==> config.mk <==
export PLATFORM = sky130hd
export DESIGN_NAME = evt2_word_assembler
export DESIGN_NICKNAME = d
export VERILOG_FILES = /design/src/rtl/evt2_word_assembler.sv
export SDC_FILE = /design/constraint.sdc
export NUM_CORES = 1
export LEC_CHECK = 0
export ABC_AREA = 1
export ABC_CLOCK_PERIOD_IN_PS = 4900
export CAP_MARGIN = 10
export CORE_UTILIZATION = 40
export CTS_BUF_LIST = sky130_fd_sc_hd__clkbuf_16
export CTS_CLUSTER_DIAMETER = 30
export DETAILED_ROUTE_END_ITERATION = 16
export HOLD_SLACK_MARGIN = 0.08
export SYNTH_ARGS = -nofsm -noshare
export SYNTH_HDL_FRONTEND = slang
export SYNTH_SLANG_ARGS = --single-unit
==> constraint.sdc <==
create_clock -name clk -period 4.9 [get_ports clk]
set_input_delay 1.225 -clock clk [delete_from_list [all_inputs] [get_ports clk]]
set_output_delay 1.225 -clock clk [all_outputs]
set_load 0.01 [all_outputs]
==> src/rtl/evt2_word_assembler.sv <==
`default_nettype none
// ---------------------------------------------------------------------------
// Module  : evt2_word_assembler
// Purpose : Packs MSB-first UART bytes into 32-bit EVT2 words behind a
//           2-entry valid/ready buffer; control bytes 0xFC-0xFF are split off.
//           Optional inter-byte timeout resync: define EVT2_ASM_TIMEOUT_EN.
// Revision: 1.0 - initial release
// ---------------------------------------------------------------------------
module evt2_word_assembler #(
  parameter int CLK_FREQ      = 12_000_000,
  parameter int BAUD_RATE     = 115200,
  parameter int TIMEOUT_BYTES = 4,
  parameter int DROP_CNT_W    = 8
) (
  input  logic                  clk,
  input  logic                  rst,
  input  logic [7:0]            rx_data,
  input  logic                  rx_valid,
  output logic [31:0]           evt_word,
  output logic                  evt_word_valid,
  input  logic                  evt_word_ready,
  output logic [7:0]            cmd_byte,
  output logic                  cmd_valid,
  output logic [DROP_CNT_W-1:0] drop_count,
  output logic                  sync_error,
  output logic [1:0]            asm_state
);

  localparam int TIMEOUT_CYCLES = TIMEOUT_BYTES * 10 * (CLK_FREQ / BAUD_RATE);

  typedef enum logic [1:0] {
    B0 = 2'd0,
    B1 = 2'd1,
    B2 = 2'd2,
    B3 = 2'd3
  } asm_state_t;

  asm_state_t            state_q, state_d;
  logic [23:0]           partial_q, partial_d;
  logic [31:0]           ent0_q, ent0_d;
  logic [31:0]           ent1_q, ent1_d;
  logic [1:0]            occ_q, occ_d;
  logic [7:0]            cmd_byte_q, cmd_byte_d;
  logic                  cmd_valid_q, cmd_valid_d;
  logic [DROP_CNT_W-1:0] drop_q, drop_d;
  logic                  sync_error_q, sync_error_d;

  logic                  timeout;
  logic                  push;
  logic                  pop;
  logic                  accept;
  logic [1:0]            occ_popped;
  logic [31:0]           new_word;

`ifdef EVT2_ASM_TIMEOUT_EN
  localparam int              GAP_W    = (TIMEOUT_CYCLES > 2) ? $clog2(TIMEOUT_CYCLES) : 1;
  localparam logic [GAP_W-1:0] GAP_LAST = GAP_W'(TIMEOUT_CYCLES - 1);

  logic [GAP_W-1:0] gap_q, gap_d;

  // A byte arriving in the expiry cycle clears the counter first, so it wins.
  always_comb begin
    gap_d   = gap_q;
    timeout = 1'b0;
    if (rx_valid || (state_q == B0)) begin
      gap_d = '0;
    end else if (gap_q == GAP_LAST) begin
      gap_d   = '0;
      timeout = 1'b1;
    end else begin
      gap_d = gap_q + GAP_W'(1);
    end
  end

  always_ff @(posedge clk or posedge rst) begin
    if (rst) begin
      gap_q <= '0;
    end else begin
      gap_q <= gap_d;
    end
  end
`else
  logic unused_timeout_cfg;
  assign unused_timeout_cfg = (TIMEOUT_CYCLES != 0);
  assign timeout            = 1'b0;
`endif

  // Assembler FSM and command capture
  always_comb begin
    state_d      = state_q;
    partial_d    = partial_q;
    cmd_byte_d   = cmd_byte_q;
    cmd_valid_d  = 1'b0;
    sync_error_d = timeout;
    push         = 1'b0;
    new_word     = {partial_q, rx_data};
    if (rx_valid) begin
      unique case (state_q)
        B0: begin
          if (rx_data >= 8'hFC) begin
            cmd_byte_d  = rx_data;
            cmd_valid_d = 1'b1;
          end else begin
            partial_d[23:16] = rx_data;
            state_d          = B1;
          end
        end
        B1: begin
          partial_d[15:8] = rx_data;
          state_d         = B2;
        end
        B2: begin
          partial_d[7:0] = rx_data;
          state_d        = B3;
        end
        B3: begin
          push    = 1'b1;
          state_d = B0;
        end
      endcase
    end else if (timeout) begin
      partial_d = '0;
      state_d   = B0;
    end
  end

  // Two-entry buffer: ent0 is always the head, ent1 the tail.
  always_comb begin
    pop        = (occ_q != 2'd0) && evt_word_ready;
    accept     = push && ((occ_q != 2'd2) || pop);
    occ_popped = occ_q - {1'b0, pop};
    ent0_d     = pop ? ent1_q : ent0_q;
    ent1_d     = ent1_q;
    if (accept) begin
      if (occ_popped == 2'd0) begin
        ent0_d = new_word;
      end else begin
        ent1_d = new_word;
      end
    end
    occ_d  = occ_popped + {1'b0, accept};
    drop_d = drop_q;
    if (push && !accept && (drop_q != {DROP_CNT_W{1'b1}})) begin
      drop_d = drop_q + DROP_CNT_W'(1);
    end
  end

  always_ff @(posedge clk or posedge rst) begin
    if (rst) begin
      state_q      <= B0;
      partial_q    <= '0;
      ent0_q       <= '0;
      ent1_q       <= '0;
      occ_q        <= 2'd0;
      cmd_byte_q   <= '0;
      cmd_valid_q  <= 1'b0;
      drop_q       <= '0;
      sync_error_q <= 1'b0;
    end else begin
      state_q      <= state_d;
      partial_q    <= partial_d;
      ent0_q       <= ent0_d;
      ent1_q       <= ent1_d;
      occ_q        <= occ_d;
      cmd_byte_q   <= cmd_byte_d;
      cmd_valid_q  <= cmd_valid_d;
      drop_q       <= drop_d;
      sync_error_q <= sync_error_d;
    end
  end

  assign evt_word       = ent0_q;
  assign evt_word_valid = (occ_q != 2'd0);
  assign cmd_byte       = cmd_byte_q;
  assign cmd_valid      = cmd_valid_q;
  assign drop_count     = drop_q;
  assign sync_error     = sync_error_q;
  assign asm_state      = state_q;

endmodule
`default_nettype wire

==> metrics.yaml, run 1 <==
status:
  status: "finished, violations left"
  violations: "DRC"
sta:
  finalHoldViolations: 0
  maxSlewHeadroom_pct: 29.07
  tightest_slew_ns: 1.062
  min_period_over_period_pct: 71.96
  setup_viol: 0
  finClkSkew_ns: 0.007655
  fin_crit_ns: 3.526
  rsz0062_at_grt: "no"
cells_and_area:
  antenna_cells: 0
  drive_gt1_share_pct: 5.280
detailed_routing:
  first_iter_violations: 176
  drcViolationCount: 6
  finalWirelength_microns: 10550
synthesis:
  ys_warn_count: 0
  most_common_cell: "nand2_1"
  async_flop_share_pct: 100.0
  top_cells_by_count: "210 x nand2_1, 109 x dfrtp_1, 61 x o21ai_0, 56 x inv_1, 38 x nand3_1"
  synthCells: 569
  ys_cells: 569
floorplan:
  fp-row-count: 39
  initCoreUtil_pct: 41.54
  ios: 65
  die_h_microns: 111.6
  core_sq_um: 11560
global_routing:
  antenna_found_initial: 0
  grt_max_degree: 65
  grt_pass1_vias: 3606
  grt_pass1_wl_microns: 17680
  grt_overflow: 0
  grt_use_total_pct: 18.01
clocking:
  clock-sinks: 109
  ctsHoldBuffers: 0
  insertion_delay_ns: 0.35
  post_cts_buffers: 0
run:
  warnings: 29
power:
  p_total_uw: 3504
  ir_drop_v: 0.0002044
worst_setup_path:
  critPathKind: "in -> reg"
  cp-end-kind: "register"
  cpMostUsedCell: "nand2_1"
  cp_top_family: "simple AND/OR/NAND/NOR gates"
place:
  place.port_buffers: 63
worst_hold_path:
  worstHoldPathType: "reg -> reg"
[run 1: worst reg2reg max path: stages, from the launching register on]
cell and delay, ns:
dfrtp_1 0.42, ha_1 0.18, nand2_1 0.13, inv_2 0.52, nand2_2 0.24, nor2_8 0.68, nand2_1 0.16, o21ai_1 0.11
[run 1: state kept, by name, indices dropped and copies added, names as in the netlist]
signal,flops
ent1_q,32
evt_word,32
partial_q,24
cmd_byte,8
drop_count,8
asm_state,2
occ_q,2
cmd_valid,1
[run 1: metrics by stage]
step / worst slack [ns] / cell area [sq um]
after floorplan: 0.8011 / 4805
after global placement: 1.086 / 5484
after detailed placement: 1.021 / 5484
after CTS: 1.387 / 5749
after global routing: 1.158 / 5749
final: 1.374 / 5749
[run 1: power breakdown]
part	total, uW	switching (uW)	internal [uW]	leakage [uW]
logic	1300	714	585	0.00139
registers	1530	231	1300	0.00134
clock network	673	330	343	0.000135
total	3500	1270	2230	0.00286
[run 1: cells by family (layout without fill, tap and decap cells)]
logic type | after synthesis | after routing | synth area share, %
xor gates and xnor gates | 4 | 4 | 0.7293
DFF | 109 | 109 | 56.77
other | 1 | 1 | 0.07805
and+or+nand+nor | 271 | 271 | 23.28
adders and majority gates | 5 | 5 | 1.302
AOI/OAI and AO/OA | 96 | 96 | 10.23
buffers and inverters | 83 | 139 | 7.604
[run 1: cell usage in the layout (no fill, tap or decap), drive strengths merged]
| cell | count |
|---|---|
| nand2 | 215 |
| dfrtp | 109 |
| o21ai | 93 |
| clkdlybuf4s50 | 63 |
| inv | 60 |
| nand3 | 39 |
| nor2 | 10 |
| clkbuf | 9 |
| or2 | 6 |
| ha | 5 |
| clkinv | 5 |
| a21oi | 3 |
| xnor2 | 2 |
| xor2 | 2 |
| buf | 2 |
| nand3b | 1 |
| conb | 1 |
[run 1: worst paths after layout]
kind | start | endpoint | slack (ns) | cells after the start
hold / removal | cmd_byte[6] | cmd_byte[6] | 0.47 | 1
min in group asynchronous | rst | evt_word[31] | 1.37 | 2
setup reg to reg | asm_state[0] | ent1_q[17] | 2.40 | 7
setup / recovery | evt_word_ready | evt_word[11] | 1.37 | 6
hold reg to reg | cmd_byte[6] | cmd_byte[6] | 0.47 | 1
max in group asynchronous | rst | evt_word[1] | 2.69 | 3
[run 1: routing by layer]
layer	part of all wire (%)	vias up	global-route usage (%)	wire length, microns
met5	0	-	0	0
met4	2.1	0	7.748	225
met2	46	78	29.67	4904
met3	4.0	13	2.450	417
li1	-	1886	-	-
met1	47	1732	23.94	5001
[run 1: final cells by class]
class / instances / area (sq um)
clock buffers: 9 / 225.2
repair buffers: 65 / 645.6
clock inverters: 7 / 40.04
flip-flops and latches: 109 / 2728
well taps: 143 / 178.9
inverters: 58 / 220.2
fillers: 1136 / 5816
multi-input cells: 377 / 1712
==> run_1/layer_met4.png <==
(4 px per micron) Supply wires on this layer in grey.
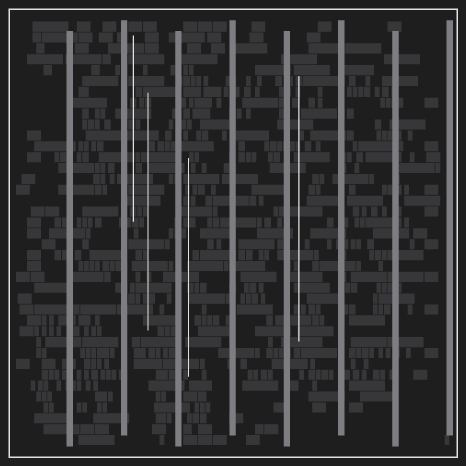
3 nets have wire on it. The longest straight run is 66.0 microns. The wires run mostly vertical. The layer holds 2.1% of the routed length.

==> run_1/wires.png <==
(4 px per micron)
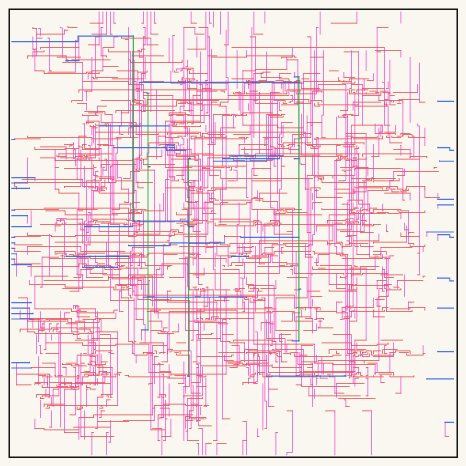
Key: metal 3 = blue [wire length 418 microns]; metal 2 = magenta [wire length 4900 microns]; metal 1 = red [wire length 5000 microns]; metal 4 = green [wire length 226 microns]

==> run_1/clocks.png <==
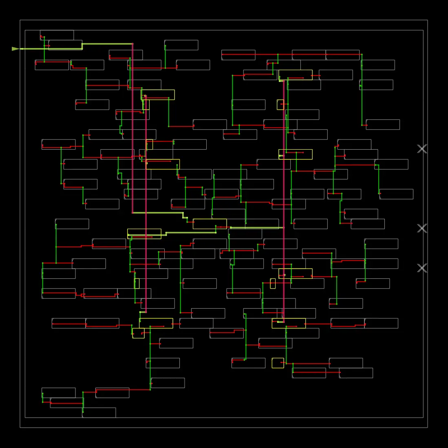
FFs & Latches: 109
clock buffer count from CTS: 9

--- run 2 (diff from run 1) ---
ABC_CLOCK_PERIOD_IN_PS = 3200   (was 4900)
clock period = 3.2 ns   (was 4.9 ns; I/O delays follow)
==> run_2/cell_density.png <==
(3 px per micron) The die is cut into 11 by 11 equal tiles; white is low, dark blue is high, 0 to 100% covered.
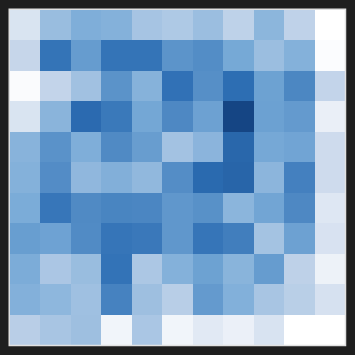
3.3% of the tiles are nearly empty. The mean over all tiles is 46%. The emptiest ninth of the die: south-east.

==> run_2/power_grid.png <==
(3 px per micron) Pins as bars on the die edge. Tap cells in grey.
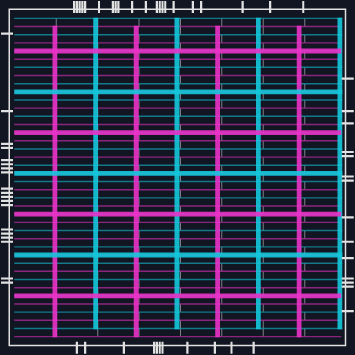
Key: VSS = magenta; VDD = cyan
7 straps on met5. The core has 39 rows.

==> metrics.yaml, run 2 <==
status:
  violations: "DRC"
  status: "finished, violations left"
floorplan:
  core_sq_um: 11560  # unchanged
  fp-row-count: 39  # unchanged
  ios: 65  # unchanged
  initCoreUtil_pct: 41.54  # unchanged
  die_h_microns: 111.6  # unchanged
worst_setup_path:
  reg2reg_depth: 8  # +1
  cp-end-kind: "register"
global_routing:
  grt_pass1_vias: 3614  # +0.22%
  grt_overflow: 0  # unchanged
  grt_pass1_wl_microns: 17860  # +1.0%
  grt_use_total_pct: 18.31  # +0.30 points
  antenna_found_initial: 0  # unchanged
power:
  ir_drop_v: 0.0003987  # +95%
place:
  place.port_buffers: 63  # unchanged
sta:
  tightest_slew_ns: 0.6730  # -0.3885 ns
  setup_ws_ns: 0.8392  # -0.5348 ns
  finalHoldViolations: 0  # unchanged
  fin_crit_ns: 2.361
  maxSlewHeadroom_pct: 55.04  # +26 points
  min_period_over_period_pct: 73.77
  finClkSkew_ns: 0.005425  # -0.002230 ns
  rsz0062_at_grt: "no"
  setup_viol: 0  # unchanged
clocking:
  post_cts_buffers: 0  # unchanged
  cts_buffers: 9  # unchanged
  ctsHoldBuffers: 0  # unchanged
run:
  warnings: 29  # unchanged
cells_and_area:
  lay_top_count: "nand2_1"
  lay_top_cells: "210 x nand2_1, 109 x dfrtp_1, 63 x clkdlybuf4s50_1"
synthesis:
  top_cells_by_count: "210 x nand2_1, 109 x dfrtp_1, 61 x o21ai_0, 56 x inv_1, 38 x nand3_1"
  async_flop_share_pct: 100.0  # unchanged
  synthCells: 569  # unchanged
  most_common_cell: "nand2_1"
worst_hold_path:
  hold_depth: 1  # unchanged
detailed_routing:
  drcViolationCount: 5  # -1
==> run_2/clocks.png <==
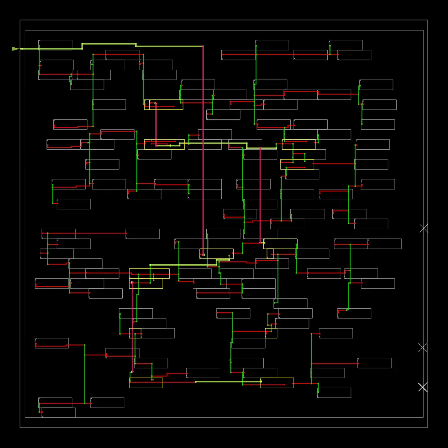
clock-net power: 1090 uW
worst skew pair latency: 0.34 ns
clock buf count: 9

-- run 2: cell counts after synthesis --
No cell type changed its count.
-- run 2: power breakdown --
group	internal [uW]	switching, uW	total (uW)
logic	927	1110	2040
clock network	603	490	1090
registers	1990	350	2340
-- run 2: through the flow --
step                      hold WS (ns)  std cells  power (uW)  util (%)  area [sq um]
after floorplan                 0.4754        569        3551         -          4808
after global placement          0.4554        758        4365     48.14          5568
after detailed placement        0.4569        758        4425     48.14          5568
after CTS                       0.4737        773        5552     50.62          5854
after global routing            0.4917        773        5920     50.62          5854
final                           0.4735        773        5476     50.62          5854
-- run 2: logic make-up (layout without fill, tap and decap cells) --
logic type	Yosys count	count (layout)	share of synthesized area [%]
buffers and inverters	83	144	7.604
AND-OR/OR-AND	96	96	10.23
AND/OR/NAND/NOR	271	271	23.28
other	1	1	0.07805
XOR/XNOR	4	4	0.7293
flip-flops	109	109	56.77
adder cells (fa/ha/maj)	5	5	1.302
-- run 2: worst max-delay path, stage by stage --
cell             delay [ns]
clkdlybuf4s50_1        0.59
nand2_1                0.15
inv_2                  0.18
nand2_2                0.14
nor2_8                 0.35
buf_12                 0.26
nand2_1                0.07
o21ai_1                0.08
-- run 2: routing by layer --
metal | routed length, microns | track usage (%) | share of wire [%]
met5 | 0 | 0 | 0
met2 | 4885 | 29.54 | 46
met3 | 380 | 4.028 | 3.6
met1 | 5139 | 24.47 | 49
met4 | 167 | 6.306 | 1.6
-- run 2: final timing paths --
kind	from	endpoint	slack (ns)
min in group asynchronous	rst	evt_word[26]	0.90
min	cmd_byte[5]	cmd_byte[5]	0.47
max	rx_valid	ent1_q[20]	0.84
max reg2reg	asm_state[0]	ent1_q[20]	1.34
max in group asynchronous	rst	cmd_valid	1.66
min reg2reg	cmd_byte[5]	cmd_byte[5]	0.47
-- run 2: final cells by class --
| type | instances | area [sq um] |
|---|---|---|
| fillers | 1143 | 5710 |
| flip-flops and latches | 109 | 2728 |
| multi-input cells | 377 | 1712 |
| repair buffers | 71 | 728.2 |
| clock buffers | 9 | 225.2 |
| inverters | 58 | 221.5 |
| well taps | 143 | 178.9 |
| clock inverters | 6 | 61.31 |
Power and IR drop assume default switching activity.
